`config.mk`:
```
export PLATFORM = sky130hd
export DESIGN_NAME = window_extrema_tracker
export DESIGN_NICKNAME = d
export VERILOG_FILES = /design/src/rtl/window_extrema_tracker_pkg.sv /design/src/rtl/eight_bit_comparator.sv /design/src/rtl/window_extrema_tracker.sv
export SDC_FILE = /design/constraint.sdc
export NUM_CORES = 1
export LEC_CHECK = 0
export CAP_MARGIN = 20
export CORE_MARGIN = 4
export CORE_UTILIZATION = 50
export DETAILED_ROUTE_END_ITERATION = 10
export MAX_ROUTING_LAYER = met4
export PLACE_DENSITY = 0.75
export SLEW_MARGIN = 30
export SYNTH_ARGS = -nofsm -noshare
export SYNTH_HDL_FRONTEND = slang
export SYNTH_SLANG_ARGS = --single-unit
```
`constraint.sdc`:
```
create_clock -name clk -period 3.9 [get_ports clk]
set_clock_uncertainty 0.2 [all_clocks]
set_input_delay 0.585 -clock clk [delete_from_list [all_inputs] [get_ports clk]]
set_output_delay 0.585 -clock clk [all_outputs]
set_load 0.03 [all_outputs]
```
`src/rtl/window_extrema_tracker_pkg.sv`:
```
// rtl/window_extrema_tracker_pkg.sv - shared constants and state encoding for window_extrema_tracker
package window_extrema_tracker_pkg;

   localparam int WIDTH = 8;

   typedef enum logic [1:0] {
      ST_EMPTY  = 2'd0,
      ST_TRACK  = 2'd1,
      ST_REPORT = 2'd2
   } state_t;

endpackage

```
`src/rtl/eight_bit_comparator.sv`:
```
// rtl/eight_bit_comparator.sv - unsigned 8-bit magnitude comparator
module eight_bit_comparator (
   input  logic [7:0] a,
   input  logic [7:0] b,
   output logic       gt,
   output logic       eq,
   output logic       lt
);

   assign gt = (a > b);
   assign eq = (a == b);
   assign lt = (a < b);

endmodule

```
`src/rtl/window_extrema_tracker.sv`:
```
// rtl/window_extrema_tracker.sv - per-window max/min tracker with first-occurrence indices
module window_extrema_tracker #(
   parameter int WIDTH  = 8,
   parameter int WINDOW = 8,
   parameter int IDX_W  = 8
) (
   input  logic             clk,
   input  logic             rst_n,
   input  logic             clear,
   input  logic             in_valid,
   input  logic [WIDTH-1:0] in_data,
   output logic             in_ready,
   output logic             res_valid,
   input  logic             res_ready,
   output logic [WIDTH-1:0] res_max,
   output logic [WIDTH-1:0] res_min,
   output logic [IDX_W-1:0] res_max_idx,
   output logic [IDX_W-1:0] res_min_idx
);

   import window_extrema_tracker_pkg::*;

   // The comparator is fixed at 8 bits, so any other sample width cannot be built.
   if (WIDTH != window_extrema_tracker_pkg::WIDTH) begin : g_bad_width
      $error("window_extrema_tracker: WIDTH must be 8");
   end
   if ((WINDOW < 1) || (WINDOW > 255)) begin : g_bad_window
      $error("window_extrema_tracker: WINDOW must be 1..255");
   end
   if ((64'd1 << IDX_W) < 64'(WINDOW)) begin : g_bad_idx_w
      $error("window_extrema_tracker: IDX_W too narrow for WINDOW");
   end

   // One extra bit so the counter can reach WINDOW without wrapping.
   localparam logic [IDX_W:0] LAST_CNT = (IDX_W + 1)'(WINDOW - 1);
   localparam logic [IDX_W:0] ONE_CNT  = (IDX_W + 1)'(1);

   state_t           state_q;
   state_t           state_d;
   logic [IDX_W:0]   count_q;
   logic             accept;
   logic             last_sample;
   logic [WIDTH-1:0] cmp_sample;
   logic             max_gt;
   logic             max_eq;
   logic             max_lt;
   logic             min_gt;
   logic             min_eq;
   logic             min_lt;
   logic             unused_cmp_flags;

   assign in_ready    = rst_n && !clear && (state_q != ST_REPORT);
   assign accept      = in_valid && in_ready;
   assign last_sample = (count_q == LAST_CNT);

   // Zero the comparator operand when nothing is taken so an undriven bus stays contained.
   assign cmp_sample = accept ? in_data : '0;

   eight_bit_comparator cmp_max (
      .a  (cmp_sample),
      .b  (res_max),
      .gt (max_gt),
      .eq (max_eq),
      .lt (max_lt)
   );

   eight_bit_comparator cmp_min (
      .a  (cmp_sample),
      .b  (res_min),
      .gt (min_gt),
      .eq (min_eq),
      .lt (min_lt)
   );

   // Only "greater" from cmp_max and "lower" from cmp_min drive updates; equal keeps the first occurrence.
   assign unused_cmp_flags = ^{max_eq, max_lt, min_gt, min_eq};

   // State register; res_valid is registered alongside so it tracks REPORT exactly.
   always_ff @(posedge clk or negedge rst_n) begin
      if (!rst_n) begin
         state_q   <= ST_EMPTY;
         res_valid <= 1'b0;
      end else begin
         state_q   <= state_d;
         res_valid <= (state_d == ST_REPORT);
      end
   end

   // Next-state decode; clear overrides every other transition.
   always_comb begin
      state_d = state_q;
      case (state_q)
         ST_EMPTY: begin
            if (accept) begin
               state_d = (WINDOW == 1) ? ST_REPORT : ST_TRACK;
            end
         end
         ST_TRACK: begin
            if (accept && last_sample) begin
               state_d = ST_REPORT;
            end
         end
         ST_REPORT: begin
            if (res_ready) begin
               state_d = ST_EMPTY;
            end
         end
         default: state_d = ST_EMPTY;
      endcase
      if (clear) begin
         state_d = ST_EMPTY;
      end
   end

   // Sample counter and running extrema; results persist until the next window's first sample.
   always_ff @(posedge clk or negedge rst_n) begin
      if (!rst_n) begin
         count_q     <= '0;
         res_max     <= '0;
         res_min     <= '0;
         res_max_idx <= '0;
         res_min_idx <= '0;
      end else if (clear) begin
         count_q <= '0;
      end else if (accept) begin
         if (state_q == ST_EMPTY) begin
            res_max     <= in_data;
            res_min     <= in_data;
            res_max_idx <= '0;
            res_min_idx <= '0;
            count_q     <= ONE_CNT;
         end else begin
            if (max_gt) begin
               res_max     <= in_data;
               res_max_idx <= count_q[IDX_W-1:0];
            end
            if (min_lt) begin
               res_min     <= in_data;
               res_min_idx <= count_q[IDX_W-1:0];
            end
            count_q <= count_q + 1'b1;
         end
      end else if ((state_q == ST_REPORT) && res_ready) begin
         count_q <= '0;
      end
   end

endmodule

```
==> flow_summary.ini <==
; implementation run metrics
[status]
status = complete, no violations

[cts]
cts.clk_slew.worst_paths_ns = 0.08
clkSinkCount = 44
cts_resized = 0
cts_setup_buffers = 0
clock_latency_ns = 0.30
cts_hold_buf = 0
cts_buffers = 5
cts_tree = built
cts.path.max_buffers = 2
root_buffer = clkbuf_8

[placement]
globalplace.congestion = 0.826
hpwl_um = 3630
port_buffers = 46
place_area_um2 = 2950
dp_cells = 321

[sta]
rsz0062_at_grt = false
slew_headroom_pct = 61.5
timing.final.crit_share_pct = 89.7
fin_crit_ns = 3.50
finalMaxSlewViolations = 0
clock.fmax_mhz = 286
tns_ns = 0
final_hold_viol_count = 0
worst_pin_slew_ns = 0.578

[global_route]
antenna_found_initial = 0
grt_max_degree = 48
grt_pass1_wl_um = 8530
first_global_vias = 1806
grt-ovfl-total = 0

[floorplanning]
fp_util_pct = 53.2
dieArea_um2 = 5920
die-height_um = 77.0
die_x_um = 77.0
io_pins = 47
fp.coreArea_um2 = 4470

[logic_synthesis]
synthArstFlopShare_pct = 100
synth_warnings = 0
area_leaders = dfrtp_1 (46%), mux2_2 (9.5%), ha_1 (7.4%)
top_area_share_pct = 46.3
yosys_cells = 218
top_cells_by_count = dfrtp_1 (44), mux2_2 (20), inv_1 (19), nand2_1 (17), ha_1 (14)
edf_count = 0
yosysChipArea_um2 = 2380
ys_seq_elements = 44
synth-main-ff-cell = dfrtp_1
synth_cells = 218
ys_types = 45
synth_top_cell_by_area = dfrtp_1
syn_area_um2 = 2380
most_common_cell = dfrtp_1
ys_seq_share_pct = 46.3
synthesis.nets = 245

[power]
p_per_area_nw_per_um2 = 423
power.total_w = 0.00130
leakage_nw = 1.40

[critical_path]
start_kind = register
arrival_ns = 3.48
required_ns = 3.88
end_kind = register

[drt]
drc = 0
drt_pass1_iterations = 4
first_iter_violations = 44
vias_per_cell = 5.43
ant_nets = 0

[flow_run]
max_cap_violations = 0
warnings = 26

[finish]
finalNetCount = 303
final_area_um2 = 3060
areaGrowthSynthToFinish_pct = 28.8
insertedDiodeCount = 0
drive_gt1_share_pct = 17.3
fin_cells = 329
per-stage QoR:
stage               hold slack (ns)  setup slack (ns)
floorplan                    0.0894             0.538
global placement              0.282             0.264
detailed placement            0.298             0.183
CTS                           0.220             0.391
global route                  0.255             0.171
finish                        0.179             0.403
cell families (layout without fill, tap and decap cells):
kind of cell | after synthesis | after routing | share of synthesized area, %
XOR/XNOR | 6 | 6 | 2.21
AND-OR/OR-AND | 32 | 32 | 10.3
flip-flops | 44 | 44 | 46.3
adder cells (fa/ha/maj) | 14 | 14 | 7.36
multiplexers | 28 | 28 | 12.8
buffers and inverters | 24 | 83 | 4.10
AND/OR/NAND/NOR | 70 | 70 | 16.9
per-layer routing:
metal  GRT usage [%]  share of wire [%]  vias to the layer above
li1                -                  -                      884
met1            24.0                 49                      863
met2            28.6                 47                       34
met3            3.16                3.1                        5
met4            6.05                1.3                        0
met5               -                  0                        -
cell usage in the layout (no fill, tap or decap), drive strengths merged, types with 3 or more instances in the layout:
| master | n |
|---|---|
| clkdlybuf4s50 | 45 |
| dfrtp | 44 |
| mux2 | 20 |
| inv | 20 |
| nand2 | 17 |
| ha | 14 |
| nor2 | 12 |
| buf | 11 |
| and2 | 10 |
| o21ai | 9 |
| mux2i | 8 |
| xnor2 | 5 |
| clkbuf | 5 |
| a21oi | 4 |
| nand3 | 4 |
| o31ai | 4 |
| nor3 | 4 |
| nand2b | 3 |
| and3 | 3 |
| a21o | 3 |
| a31oi | 3 |
worst paths after layout:
path	start	end	slack [ns]	cells after the start
setup / recovery	state_q[0]	res_max[5]	0.40	9
hold / removal	rst_n	res_max[4]	0.18	2
setup reg to reg	state_q[0]	res_max[5]	0.40	9
hold reg to reg	res_min_idx[4]	res_min_idx[4]	0.31	1
max in group asynchronous	rst_n	res_min[7]	2.91	2
min in group clk	res_min_idx[4]	res_min_idx[4]	0.31	1
sequential cells by signal, indices dropped and copies added (netlist names):
name and cells:
count_q 9, res_max_idx 8, state_q 2, res_min 8, res_valid 1, res_min_idx 8, res_max 8
power breakdown:
part           total (W)  switching (W)  internal [W]
combinational   0.000393       0.000217      0.000176
sequential      0.000543      0.0000387      0.000504
clock           0.000361       0.000168      0.000193
layout make-up:
class                           instances  area, µm²
Fill cell                             354       1410
Multi-Input combinational cell        150       1180
Sequential cell                        44       1100
Timing Repair Buffer                   56        531
Inverter                               19       71.3
Clock buffer                            5       68.8
Tap cell                               52       65.1
Clock inverter                          3       46.3
critical path, cell delays in order (launching register included):
cell,delay [ns]
dfrtp_1,0.47
or2b_2,0.37
and4b_1,0.30
and2_1,0.21
ha_1,0.30
and3_1,0.21
nor4b_2,0.40
a211oi_2,0.10
nor3_4,0.43
mux2_2,0.39
Met1 routing:
Scale bar: 20 µm. Supply wires on this layer in gray. Cells faint in the background.
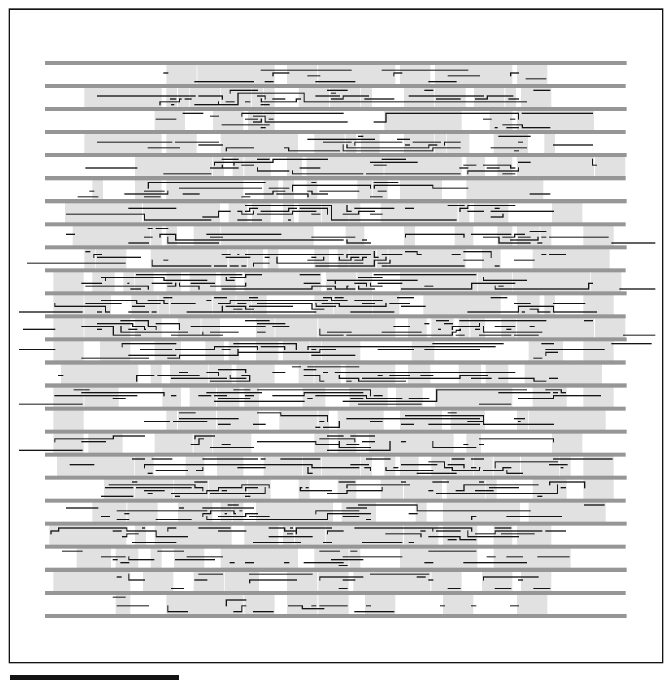
main direction: horizontal
wire length on this layer: 2,370 µm
nets with wire on the layer: 280
share of all routed wire: 49%

Wires at chosen ports, followed through buffers:
Scale bar: 20 µm.
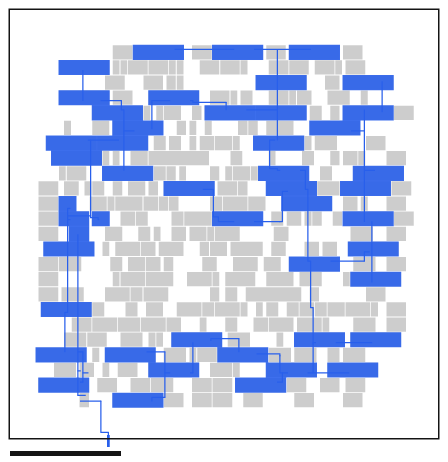
| port | color | bits | direction | end cells | wire |
|---|---|---|---|---|---|
| rst_n | blue | 1 | input | 48 | 359 µm |

Sequential cells grouped by signal name:
Scale bar: 20 µm. Other sequential cells in the stronger gray, the rest of the logic in the fainter gray.
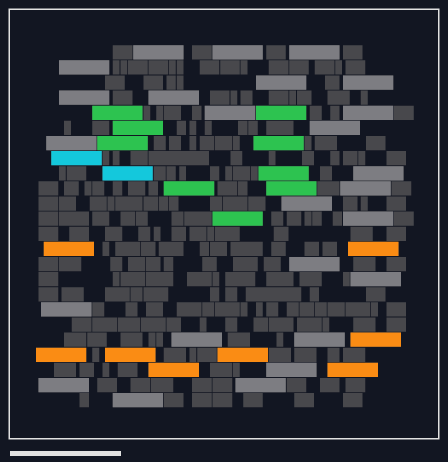
| netlist name | color | placed flops |
|---|---|---|
| res_min | orange | 8 |
| state_q | cyan | 2 |
| count_q | green | 9 |
final core occ: 68.5%
Seq/total area: 35.9%
Reg area: 1100 µm²
seq pwr: 0.000543 W

Metal layers overlaid:
Only two layers are drawn.
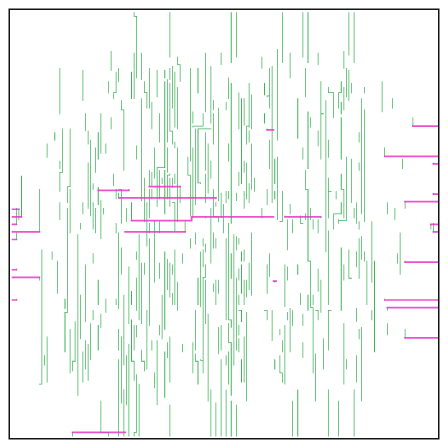
| layer | color | wire length |
|---|---|---|
| met2 | green | 2,290 µm |
| met3 | magenta | 151 µm |
GRT Total Usage: 18.2%
wire length per cell: 14.8 µm
via count: 1,786
routed wire length: 4870 µm

Routing congestion map:
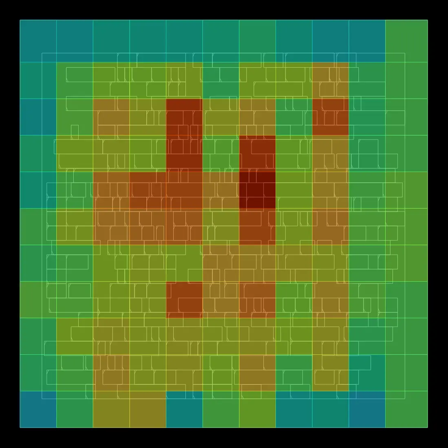
global route hottest layer: met2
met1 Use GR: 24.0%
met2 usage: 28.6%

No activity file was given, so power comes from the tool's default toggle rates.
